==> src/rtl/led_breathe_pwm_pkg.sv <==
// Shared definitions for the LED breathing controller: state encoding and
// default parameter values.
package led_breathe_pwm_pkg;

  localparam int DEF_PWM_BITS   = 4;
  localparam int DEF_STEP_TICKS = 8;
  localparam int DEF_HOLD_STEPS = 4;

  typedef enum logic [2:0] {
    IDLE   = 3'd0,
    UP     = 3'd1,
    HOLD_H = 3'd2,
    DOWN   = 3'd3,
    HOLD_L = 3'd4
  } state_t;

endpackage

==> src/rtl/led_breathe_pwm_pwm_gen.sv <==
// Free-running PWM renderer: a wrapping counter compared against the duty,
// with the compare result registered onto LED0.
module led_breathe_pwm_pwm_gen #(
  parameter int PWM_BITS = led_breathe_pwm_pkg::DEF_PWM_BITS
) (
  input  logic              CLK50,
  input  logic              RST_N,
  input  logic [PWM_BITS:0] DUTY,
  output logic              LED0
);

  logic [PWM_BITS-1:0] pwm_cnt;

  // Counter wraps naturally at MAX_DUTY-1; duty changes land mid-period.
  always_ff @(posedge CLK50) begin
    if (!RST_N) begin
      pwm_cnt <= '0;
      LED0    <= 1'b0;
    end else begin
      pwm_cnt <= pwm_cnt + 1'b1;
      LED0    <= ({1'b0, pwm_cnt} < DUTY);
    end
  end

endmodule

==> src/rtl/led_breathe_pwm.sv <==
// Breathing-LED controller: TICK_IN rising edges are prescaled into step
// events that ramp the PWM duty up, hold, ramp down and hold.
//
// state  | meaning
// IDLE   | effect disabled, duty forced to 0
// UP     | duty increments once per step until MAX_DUTY
// HOLD_H | duty held at MAX_DUTY for HOLD_STEPS steps
// DOWN   | duty decrements once per step until 0
// HOLD_L | duty held at 0 for HOLD_STEPS steps
module led_breathe_pwm
  import led_breathe_pwm_pkg::*;
#(
  parameter int PWM_BITS   = DEF_PWM_BITS,
  parameter int STEP_TICKS = DEF_STEP_TICKS,
  parameter int HOLD_STEPS = DEF_HOLD_STEPS
) (
  input  logic              CLK50,
  input  logic              RST_N,
  input  logic              TICK_IN,
  input  logic              EN,
  output logic              LED0,
  output logic [PWM_BITS:0] DUTY,
  output logic [2:0]        STATE,
  output logic              STEP_P
);

  localparam int TW = (STEP_TICKS > 1) ? $clog2(STEP_TICKS) : 1;
  localparam int HW = (HOLD_STEPS > 1) ? $clog2(HOLD_STEPS) : 1;
  localparam logic [PWM_BITS:0] MAX_DUTY = {1'b1, {PWM_BITS{1'b0}}};

  state_t            state, state_nxt;
  logic [PWM_BITS:0] duty, duty_nxt;
  logic [TW-1:0]     tick_cnt, tick_nxt;
  logic [HW-1:0]     hold_cnt, hold_nxt;
  logic              tick_d, tick_edge, run, step;

  always_comb begin
    tick_edge = TICK_IN & ~tick_d;
    run       = EN && (state != IDLE);
    step      = 1'b0;
    tick_nxt  = tick_cnt;
    if (!run) begin
      tick_nxt = '0;
    end else if (tick_edge) begin
      if (tick_cnt == TW'(STEP_TICKS - 1)) begin
        tick_nxt = '0;
        step     = 1'b1;
      end else begin
        tick_nxt = tick_cnt + 1'b1;
      end
    end
  end

  // EN low overrides any step arriving in the same cycle.
  always_comb begin
    state_nxt = state;
    duty_nxt  = duty;
    hold_nxt  = hold_cnt;
    if (!EN) begin
      state_nxt = IDLE;
      duty_nxt  = '0;
      hold_nxt  = '0;
    end else begin
      case (state)
        IDLE: begin
          state_nxt = UP;
          duty_nxt  = '0;
          hold_nxt  = '0;
        end
        UP: if (step) begin
          if (duty < MAX_DUTY) duty_nxt = duty + 1'b1;
          if (duty_nxt == MAX_DUTY) begin
            state_nxt = HOLD_H;
            hold_nxt  = '0;
          end
        end
        HOLD_H: if (step) begin
          if (hold_cnt == HW'(HOLD_STEPS - 1)) begin
            state_nxt = DOWN;
            hold_nxt  = '0;
          end else begin
            hold_nxt = hold_cnt + 1'b1;
          end
        end
        DOWN: if (step) begin
          if (duty != '0) duty_nxt = duty - 1'b1;
          if (duty_nxt == '0) begin
            state_nxt = HOLD_L;
            hold_nxt  = '0;
          end
        end
        HOLD_L: if (step) begin
          if (hold_cnt == HW'(HOLD_STEPS - 1)) begin
            state_nxt = UP;
            hold_nxt  = '0;
          end else begin
            hold_nxt = hold_cnt + 1'b1;
          end
        end
        default: begin
          state_nxt = IDLE;
          duty_nxt  = '0;
          hold_nxt  = '0;
        end
      endcase
    end
  end

  // tick_d resets high so a TICK_IN held high through reset is not an edge.
  always_ff @(posedge CLK50) begin
    if (!RST_N) begin
      state    <= IDLE;
      duty     <= '0;
      tick_cnt <= '0;
      hold_cnt <= '0;
      tick_d   <= 1'b1;
      STEP_P   <= 1'b0;
    end else begin
      state    <= state_nxt;
      duty     <= duty_nxt;
      tick_cnt <= tick_nxt;
      hold_cnt <= hold_nxt;
      tick_d   <= TICK_IN;
      STEP_P   <= step;
    end
  end

  assign DUTY  = duty;
  assign STATE = state;

  led_breathe_pwm_pwm_gen #(
    .PWM_BITS(PWM_BITS)
  ) u_pwm_gen (
    .CLK50(CLK50),
    .RST_N(RST_N),
    .DUTY (duty),
    .LED0 (LED0)
  );

endmodule

==> config.mk <==
export PLATFORM = sky130hd
export DESIGN_NAME = led_breathe_pwm
export DESIGN_NICKNAME = d
export VERILOG_FILES = /design/src/rtl/led_breathe_pwm_pkg.sv /design/src/rtl/led_breathe_pwm_pwm_gen.sv /design/src/rtl/led_breathe_pwm.sv
export SDC_FILE = /design/constraint.sdc
export NUM_CORES = 1
export LEC_CHECK = 0
export CORE_ASPECT_RATIO = 0.6
export CORE_MARGIN = 2
export CORE_UTILIZATION = 36
export DETAILED_ROUTE_END_ITERATION = 7
export GPL_TIMING_DRIVEN = 0
export SLEW_MARGIN = 25
export SYNTH_ARGS = -nofsm -noshare
export SYNTH_HDL_FRONTEND = slang
export SYNTH_SLANG_ARGS = --single-unit
==> constraint.sdc <==
create_clock -name CLK50 -period 4.8 [get_ports CLK50]
set_clock_uncertainty 0.05 [all_clocks]
set_input_delay 0.96 -clock CLK50 [delete_from_list [all_inputs] [get_ports CLK50]]
set_output_delay 0.96 -clock CLK50 [all_outputs]
set_load 0.02 [all_outputs]
==> run_results.csv, run 1 <==
group,metric,value,unit
routing,ant_nets,0,
clock_network,tritoncts,"built",
synth,async_reset_ff_frac,0,
sta,worst_max_slew_pin_slew,0.519,ns
critical_path,cp_top_family,"simple AND/OR/NAND/NOR gates",
layout,flow.area_growth_from_synthesis,17.3,%
power_and_ir_drop,ir_worst_vdd,0.000159,V
job,log.warning_count,27,
synth,synth_area_leader_cell,"sky130_fd_sc_hd__dfxtp_1",
layout,antenna_cells_inserted,0,
clock_network,cts_hold_buf,0,
routing,routed_wire_length,3300,um
layout,fill_cell_count,326,
layout,design.final.nets,185,
grt,vias_in_the_first_global_route,1163,
worst_hold_path,worst_hold_path.endpoint,"u_pwm_gen.pwm_cnt[0]$_SDFF_PN0_",
place,dp.final_hpwl,2490,um
synth,ys_top_cells_by_area,"sky130_fd_sc_hd__dfxtp_1 30%, sky130_fd_sc_hd__ha_1 8.5%, sky130_fd_sc_hd__a21oi_1 4.6%, sky130_fd_sc_hd__nor3_1 3.4%, sky130_fd_sc_hd__o21ai_0 2.7%",
worst_hold_path,worstHoldPathType,"reg -> reg",
place,dpl-instance-area,1500,um^2
die,overall_die_height,50.9,um
critical_path,r2r.worst_path.cells,7,
critical_path,critical_path.cell_chain,"clkdlybuf4s50_1 > nand4b_1 > nand3_2 > o21ai_0 > or4_1 > a21oi_1",
critical_path,start_kind,"primary input",
sta,unrepaired_setup_endpoints_after_global_routing,"no",
place,port_buffers,13,
place,placement.setup.worst_slack,1.93,ns
clock_network,clock_path_buffers,2,
clock_network,clkSinkCount,20,
sta,slew_headroom,0.653,
synth,chip_area_line_of_the_yosys_report,1320,um^2
synth,top_cell_area_share,0.304,
critical_path,cp.depth,6,
die,rows,16,
sta,layout_worst_path_cycle_share,0.541,
routing,dr.pass1.iters,5,
synth,syn-num-nets,167,
sta,finalSetupTns,0,ns
die,fp.dieW,82.1,um
sta,fin_crit,2.60,ns
power_and_ir_drop,cellPowerDensity,235,nW/um^2
clock_network,tritoncts.num_buffers,3,
worst_hold_path,worstHoldPathCells,1,
critical_path,crit_fanout,4,
sta,maxClockFrequency,0.385,GHz
synth,synthesized_netlist_cell_count,154,
critical_path,timing.critical_path.arrival,2.74,ns
place,gpl.final_weighted_congestion,0.828,
synth,synth_stat.cells,154,
critical_path,capturing_instance_or_port_of_the_critical_path,"hold_cnt[1]$_SDFFE_PN0P_",
outcome,status,"complete, no violations",
synth,flop_cell,"sky130_fd_sc_hd__dfxtp_1",
worst_hold_path,min_from,"u_pwm_gen.pwm_cnt[0]$_SDFF_PN0_",
sta,final_max_slew_viol_count,0,
die,fp_util,0.389,
critical_path,worst-path-buf-inv,1,
routing,dr_vias,1255,
routing,wire_per_inst,15.3,um
die,design.core.area,3380,um^2
die,design.portCount,14,
job,drv_cap,0,
synth,synth_flop_count,20,
critical_path,cp.required,4.94,ns
sta,finalHoldViolCount,0,
synth,synth_cell_type_count,44,
layout,final_cell_mix,"20 x sky130_fd_sc_hd__dfxtp_1, 13 x sky130_fd_sc_hd__clkdlybuf4s50_1, 12 x sky130_fd_sc_hd__a21oi_1",
critical_path,timing.critical_path.slowest_stage_cell,"sky130_fd_sc_hd__or4_1",
routing,avgViaCountPerCell,5.84,
clock_network,cts.repair_timing.setup_buffer_count,0,
grt,gr-usage-all-layers,0.179,
grt,grt_max_degree,11,
clock_network,worstSkewPairLatency,0.26,ns
clock_network,clock_tree.htree_level_count,1,
power_and_ir_drop,power_leakage,0.561,nW
critical_path,rrSetupSlack,2.27,ns
layout,stdcell_area,1550,um^2
critical_path,criticalPathCategory,"in -> reg",
synth,postSynthSeqShare,0.304,
sta,setup_viol,0,
critical_path,critPathLaunch,"TICK_IN",
clock_network,cts.clk_slew.worst_paths,0.07,ns
grt,grt_total_ovfl,0,
die,die_area,4180,um^2
synth,edff_count_synth,0,
critical_path,regToRegStartpoint,"DUTY[1]$_SDFFE_PN0P_",
critical_path,regToRegEndpoint,"hold_cnt[1]$_SDFFE_PN0P_",
critical_path,worst_path_largest_cell_delay,0.54,ns
routing,dr.first_iter.drc_count,103,
critical_path,crit_path_end_kind,"register",
clock_network,resized_after_cts,0,
sta,final.setup.worst_slack,2.20,ns
synth,syn_area,1320,um^2
synth,synth_warnings,0,
layout,layout_top_cell_excl_fill_tap,"sky130_fd_sc_hd__dfxtp_1",
grt,grt_pass1_wl,5580,um
layout,layout-drive-gt1-share,0.106,
routing,drt_drc_violations_left,0,
synth,syn_avg_cell_area,8.56,um^2
grt,grt_antenna_before_repair,0,
clock_network,root_buffer,"sky130_fd_sc_hd__clkbuf_8",
[run 1: metrics by stage]
step | power [mW] | util | hold slack, ns | cells
2_1_floorplan | 0.233 | - | 0.384 | 154
3_3_place_gp | 0.252 | 0.445 | 0.408 | 212
3_5_place_dp | 0.254 | 0.445 | 0.407 | 212
4_1_cts | 0.367 | 0.457 | 0.425 | 215
5_1_grt | 0.385 | 0.457 | 0.470 | 215
6_report | 0.363 | 0.457 | 0.426 | 215
[run 1: cell type report]
| class | count | area (um^2) | share of cell area |
|---|---|---|---|
| multi-input cells | 120 | 820 | 0.530 |
| plain buffers | 8 | 75.1 | 0.0486 |
| inverters | 6 | 22.5 | 0.0146 |
| well taps | 45 | 56.3 | 0.0364 |
| flip-flops and latches | 20 | 400 | 0.259 |
| clock buffers | 3 | 41.3 | 0.0267 |
| repair buffers | 13 | 130 | 0.0842 |
[run 1: kinds of logic after synthesis]
group	count (synthesis)	synth area share
AOI/OAI and AO/OA	46	0.232
adders and majority gates	9	0.0855
buffers and inverters	14	0.0741
DFF	20	0.304
muxes	2	0.0190
and+or+nand+nor	57	0.246
xor gates and xnor gates	6	0.0399
[run 1: cell usage after synthesis (2+ instances only)]
cell type,n
sky130_fd_sc_hd__dfxtp_1,20
sky130_fd_sc_hd__a21oi_1,12
sky130_fd_sc_hd__ha_1,9
sky130_fd_sc_hd__nand2_1,9
sky130_fd_sc_hd__nor3_1,9
sky130_fd_sc_hd__nor2_1,7
sky130_fd_sc_hd__o21ai_0,7
sky130_fd_sc_hd__inv_1,6
sky130_fd_sc_hd__nand2b_1,5
sky130_fd_sc_hd__nand3_1,5
sky130_fd_sc_hd__a31oi_1,4
sky130_fd_sc_hd__nor2b_1,4
sky130_fd_sc_hd__o31ai_1,4
sky130_fd_sc_hd__xnor2_1,4
sky130_fd_sc_hd__and2_1,3
sky130_fd_sc_hd__buf_6,3
sky130_fd_sc_hd__nand4_1,3
sky130_fd_sc_hd__nor3b_1,3
sky130_fd_sc_hd__o21a_1,3
sky130_fd_sc_hd__a21o_1,2
sky130_fd_sc_hd__a22oi_1,2
sky130_fd_sc_hd__buf_2,2
sky130_fd_sc_hd__clkbuf_8,2
sky130_fd_sc_hd__nand4b_1,2
sky130_fd_sc_hd__o211ai_1,2
sky130_fd_sc_hd__o22ai_1,2
sky130_fd_sc_hd__or2b_2,2
sky130_fd_sc_hd__xor2_1,2
[run 1: power breakdown]
part | leakage [nW] | switching (mW) | internal (mW) | total (mW)
sequential | 0.162 | 0.00353 | 0.171 | 0.175
clock | 0.0216 | 0.0549 | 0.0559 | 0.111
combinational | 0.377 | 0.0433 | 0.0336 | 0.0768
total | 0.561 | 0.102 | 0.261 | 0.363
[run 1: sequential cells by signal, summed over array words and instances, names as in the netlist]
register and count:
hold_cnt 2, u_pwm_gen.LED0 1, u_pwm_gen.pwm_cnt 4, tick_cnt 3, STEP_P 1, tick_d 1
DUTY 5, STATE 3
[run 1: per-layer routing]
layer | track usage | vias up | share of wire
met5 | 0 | - | 0
met4 | 0.0667 | 0 | 0.012
met3 | 0.0459 | 4 | 0.084
met2 | 0.253 | 56 | 0.42
met1 | 0.259 | 592 | 0.48
li1 | - | 603 | -
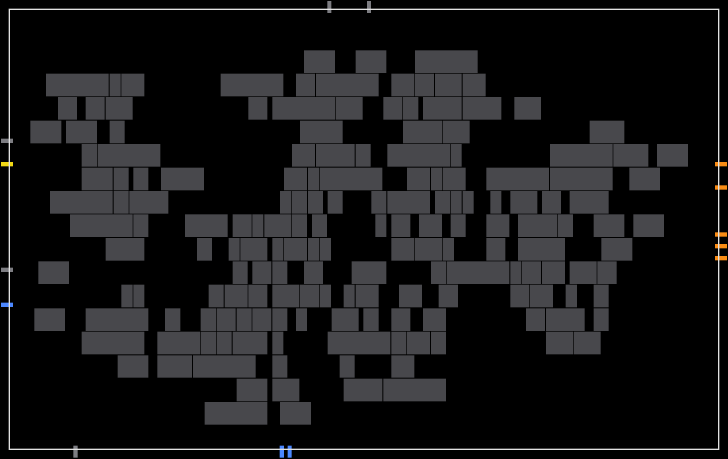
**Above:** run 1 (pin map).
Pins as bars across the die edge, other pins in gray.
legend:
  STATE:
    color: blue
    pins: 3
    direction: output
    edge: 2 south, 1 west
  DUTY:
    color: orange
    pins: 5
    direction: output
    edge: east
  EN:
    color: yellow
    pins: 1
    direction: input
    edge: west

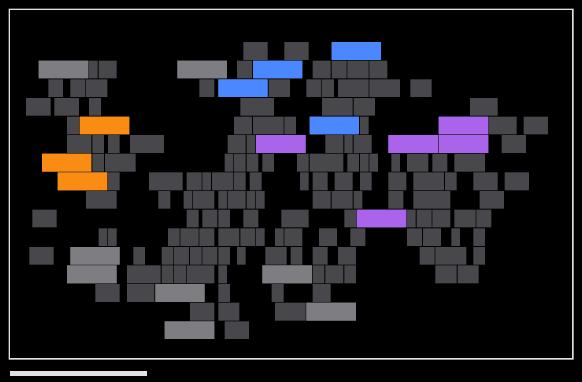
**Above:** run 1 (where the registers sit).
Bar = 20 um.
legend:
  tick_cnt:
    color: orange
    placed_flops: 3
  u_pwm_gen.pwm_cnt:
    color: blue
    placed_flops: 4
    where: north
  DUTY:
    color: purple
    placed_flops: 5
combined flip-flop and latch cell area: 400 um^2
Seq area share: 0.259
post-layout util: 0.457

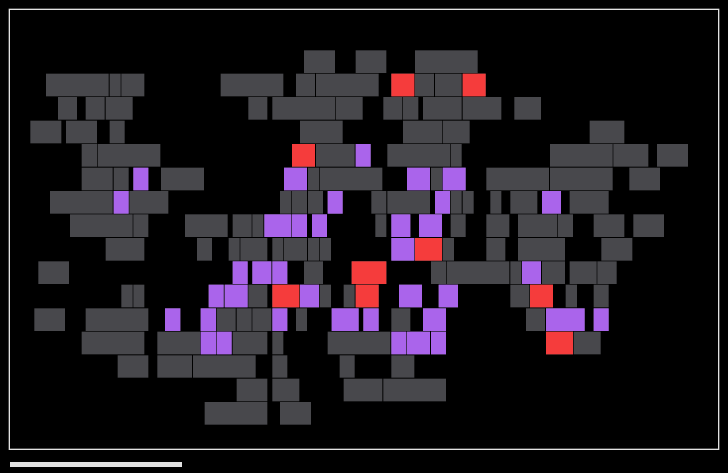
**Above:** run 1 (gate-type map).
Bar = 20 um.
legend:
  non-inverting ao/oa cells:
    color: red
    cells: 9
  aoi and oai cells:
    color: purple
    cells: 37

**Run 1: clock nets**

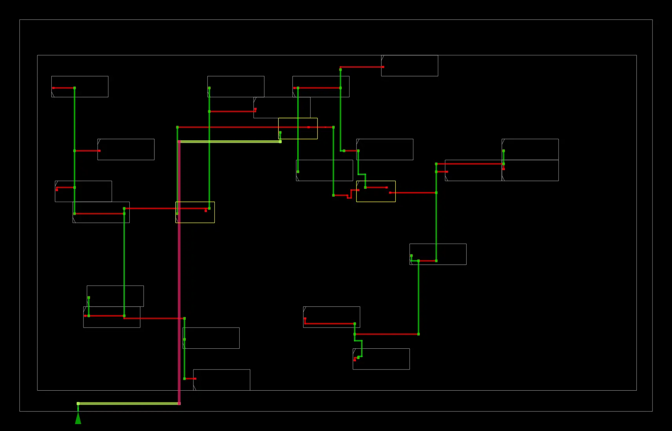

==> inputs of run 2 (changes only) <==
==> constraint.sdc (replaced) <==
create_clock -name CLK50 -period 2.2 [get_ports CLK50]
set_clock_uncertainty 0.05 [all_clocks]
set_input_delay 0.44 -clock CLK50 [delete_from_list [all_inputs] [get_ports CLK50]]
set_output_delay 0.44 -clock CLK50 [all_outputs]
set_load 0.02 [all_outputs]
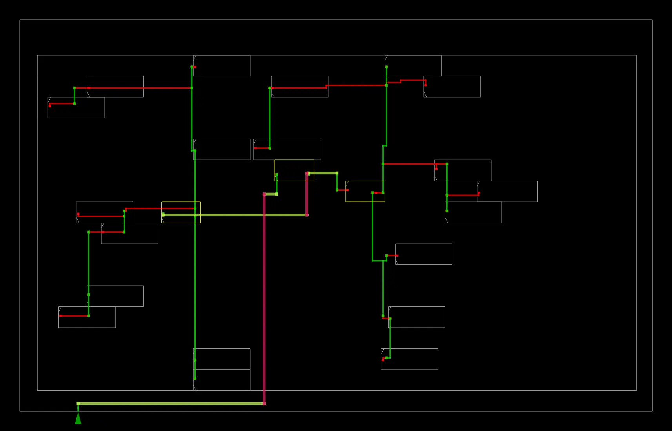
**Above:** run 2 (clock nets).
total number of clock tree sinks: 20
Seq cells: 20
layout clock buffer count: 3
Clock Latency Late Sink: 0.25 ns

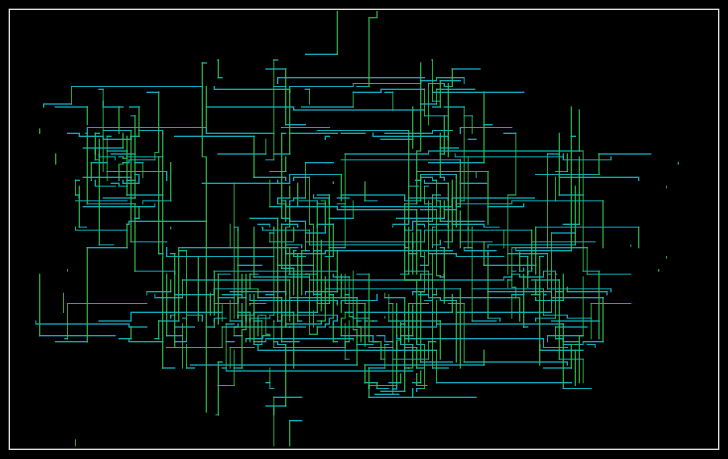
**Above:** run 2 (signal wires by layer).
Two of the layers only.
legend:
  M2:
    color: green
    wire_length: 1360 um
  M1:
    color: cyan
    wire_length: 1620 um
Routed Wire Length: 3240 um
DR vias: 1227
GR Util All Layers: 0.168
final routed wire length divided by cell count: 14.8 um

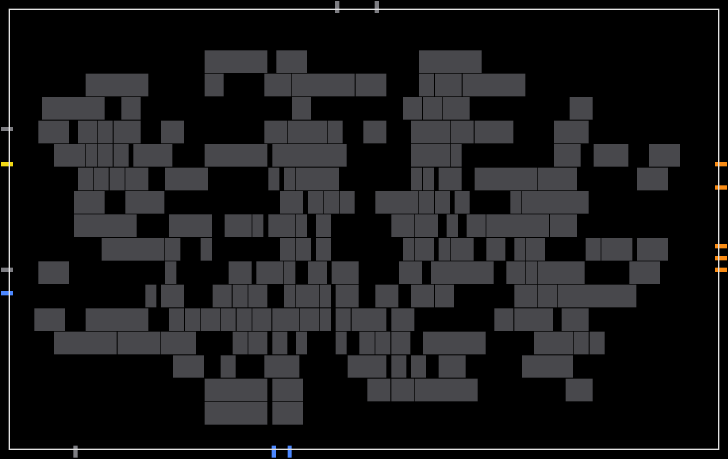
**Above:** run 2 (pin map).
Pins as bars across the die edge, other pins in gray.
legend:
  STATE:
    color: blue
    pins: 3
    direction: output
    edge: 2 south, 1 west
  EN:
    color: yellow
    pins: 1
    direction: input
    edge: west
  DUTY:
    color: orange
    pins: 5
    direction: output
    edge: east
Die Wd: 82.1 um
port bufs: 13
overall die height: 50.9 um

==> run 2 against run 1 <==
  * Combinational power is 130% higher
  * Register-to-register slack worse by 2.2 ns
  * Count of clock-buffer cells in the layout stayed put
  * Wire length is 1.6% lower
  * Flip-flop count stayed put
  * Largest cell class unchanged
==> run_results.csv, run 2 <==
group,metric,value,unit
outcome,status,"complete, no violations",
die,die_area,4180,um^2
synth,top_cell_area_share,0.304,
routing,dr.first_iter.drc_count,124,
grt,grt_antenna_before_repair,0,
synth,syn-num-nets,167,
sta,fin_crit,2.12,ns
power_and_ir_drop,cellPowerDensity,493,nW/um^2
power_and_ir_drop,int_pwr,573,uW
synth,chip_area_line_of_the_yosys_report,1320,um^2
clock_network,root_buffer,"sky130_fd_sc_hd__clkbuf_8",
synth,syn_avg_cell_area,8.56,um^2
layout,fill_cell_count,332,
layout,layout-drive-gt1-share,0.167,
critical_path,cp.required,2.34,ns
synth,edff_count_synth,0,
clock_network,clock_path_buffers,2,
synth,synth_warnings,0,
critical_path,criticalPathCategory,"reg -> reg",
sta,unrepaired_setup_endpoints_after_global_routing,"no",
clock_network,cts_hold_buf,0,
layout,layout.cells.non_filler,219,
routing,drt_drc_violations_left,0,
synth,async_reset_ff_frac,0,
synth,post-synth-top-count-cell,"sky130_fd_sc_hd__dfxtp_1",
synth,flop_cell,"sky130_fd_sc_hd__dfxtp_1",
power_and_ir_drop,comb_power_share,0.219,
clock_network,clock_tree.htree_level_count,1,
sta,setup_viol,0,
synth,synth_flop_count,20,
sta,finalSetupTns,0,ns
die,rows,16,
power_and_ir_drop,power_leakage,0.589,nW
critical_path,crit_fanout,4,
job,drv_cap,0,
layout,stdcell_area,1610,um^2
layout,flow.area_growth_from_synthesis,21.8,%
power_and_ir_drop,p_sw,218,uW
place,gpl.final_weighted_congestion,0.802,
grt,grt_max_degree,11,
routing,avgViaCountPerCell,5.60,
synth,synth_cell_type_count,44,
sta,maxClockFrequency,0.471,GHz
place,dpl-instance-area,1510,um^2
critical_path,timing.critical_path.arrival,2.26,ns
routing,dr.pass1.iters,5,
power_and_ir_drop,power_frac_seq,0.482,
routing,ant_nets,0,
power_and_ir_drop,clkPwrFrac,0.299,
synth,synth_stat.cells,154,
die,design.portCount,14,
synth,synth_area_leader_cell,"sky130_fd_sc_hd__dfxtp_1",
grt,vias_in_the_first_global_route,1119,
clock_network,tritoncts.num_buffers,3,
grt,grt_total_ovfl,0,
synth,syn_area,1320,um^2
sta,final_max_slew_viol_count,0,
critical_path,crit_path_end_kind,"register",
sta,slew_headroom,0.659,
synth,postSynthSeqShare,0.304,
synth,post_synth_most_frequent_cells,"20 x sky130_fd_sc_hd__dfxtp_1, 12 x sky130_fd_sc_hd__a21oi_1, 9 x sky130_fd_sc_hd__ha_1, 9 x sky130_fd_sc_hd__nand2_1, 9 x sky130_fd_sc_hd__nor3_1",
clock_network,cts.clk_slew.worst_paths,0.07,ns
worst_hold_path,worstHoldPathType,"reg -> reg",
die,fp_util,0.389,
synth,synthesized_netlist_cell_count,154,
power_and_ir_drop,ir_worst_vdd,0.000302,V
sta,layout_worst_path_cycle_share,0.965,
sta,worst_max_slew_pin_slew,0.510,ns
place,place_inst,212,
layout,design.final.nets,189,
layout,layout_top_cell_excl_fill_tap,"sky130_fd_sc_hd__dfxtp_1",
clock_network,tritoncts,"built",
job,log.warning_count,27,
sta,finalHoldViolCount,0,
synth,ys_top_cells_by_area,"sky130_fd_sc_hd__dfxtp_1 30%, sky130_fd_sc_hd__ha_1 8.5%, sky130_fd_sc_hd__a21oi_1 4.6%, sky130_fd_sc_hd__nor3_1 3.4%, sky130_fd_sc_hd__o21ai_0 2.7%",
layout,final_core_util,0.474,
power_and_ir_drop,power.switching_fraction,0.275,
[run 2: cell counts after synthesis]
No cell type changed its count.
[run 2: power by group through the flow]
stage          Sequential, mW  Clock [mW]  Combinational (mW)
5_1_grt                 0.383       0.273               0.188
4_1_cts                 0.383       0.247               0.170
3_5_place_dp            0.391           0               0.163
2_1_floorplan           0.397           0               0.111
6_report                0.382       0.236               0.173
3_3_place_gp            0.390           0               0.159
[run 2: worst paths after layout]
kind / endpoint / start / cells after the start / slack, ns
setup reg to reg: hold_cnt[1]$_SDFFE_PN0P_ / DUTY[0]$_SDFFE_PN0P_ / 8 / 0.08
hold / removal: u_pwm_gen.pwm_cnt[0]$_SDFF_PN0_ / u_pwm_gen.pwm_cnt[0]$_SDFF_PN0_ / 1 / 0.43
setup / recovery: hold_cnt[1]$_SDFFE_PN0P_ / DUTY[0]$_SDFFE_PN0P_ / 8 / 0.08
hold reg to reg: u_pwm_gen.pwm_cnt[0]$_SDFF_PN0_ / u_pwm_gen.pwm_cnt[0]$_SDFF_PN0_ / 1 / 0.43
[run 2: critical path, cell delays in order (launching register included)]
cell and delay (ns):
sky130_fd_sc_hd__dfxtp_2 0.35, sky130_fd_sc_hd__buf_6 0.10, sky130_fd_sc_hd__inv_2 0.04, sky130_fd_sc_hd__ha_4 0.25, sky130_fd_sc_hd__nor3b_2 0.15, sky130_fd_sc_hd__a31oi_1 0.09, sky130_fd_sc_hd__o31a_1 0.32, sky130_fd_sc_hd__or4_1 0.53
sky130_fd_sc_hd__a21oi_1 0.16
[run 2: cells by family (layout without fill, tap and decap cells)]
group | Yosys count | after routing | share of synthesized area
xor gates and xnor gates | 6 | 6 | 0.0399
and+or+nand+nor | 57 | 57 | 0.246
muxes | 2 | 2 | 0.0190
adders and majority gates | 9 | 9 | 0.0855
buffers and inverters | 14 | 34 | 0.0741
DFF | 20 | 20 | 0.304
AOI/OAI and AO/OA | 46 | 46 | 0.232
[run 2: final cells by class]
| type | count | area (um^2) | share of cell area |
|---|---|---|---|
| flip-flops and latches | 20 | 405 | 0.253 |
| multi-input cells | 120 | 845 | 0.526 |
| inverters | 6 | 22.5 | 0.0140 |
| well taps | 45 | 56.3 | 0.0351 |
| repair buffers | 17 | 160 | 0.0998 |
| plain buffers | 8 | 75.1 | 0.0468 |
| clock buffers | 3 | 41.3 | 0.0257 |
[run 2: through the flow]
stage | hold slack (ns) | setup WS [ns] | power, mW
after CTS | 0.432 | 0.0304 | 0.799
after floorplan | 0.384 | 0.00827 | 0.508
final | 0.429 | 0.0775 | 0.791
after detailed placement | 0.415 | -0.183 | 0.554
after global placement | 0.408 | -0.0653 | 0.549
after global routing | 0.470 | 0.0486 | 0.844
[run 2: timing repair]
item / 4_1_cts / 5_1_grt
pin swaps: 1 / 1
setup buffers: 2 / 2
gates resized: 2 / 4
endpoints found under the setup margin: 1 / 1
[run 2: metal layers]
layer  routed length (um)  GRT usage  up-vias
li1                     -          -      608
met1                 1620      0.251      568
met2                 1360      0.244       47
met3                  234     0.0371        4
met4                   32     0.0417        0
met5                    0          0        -
Power and IR drop assume default switching activity.
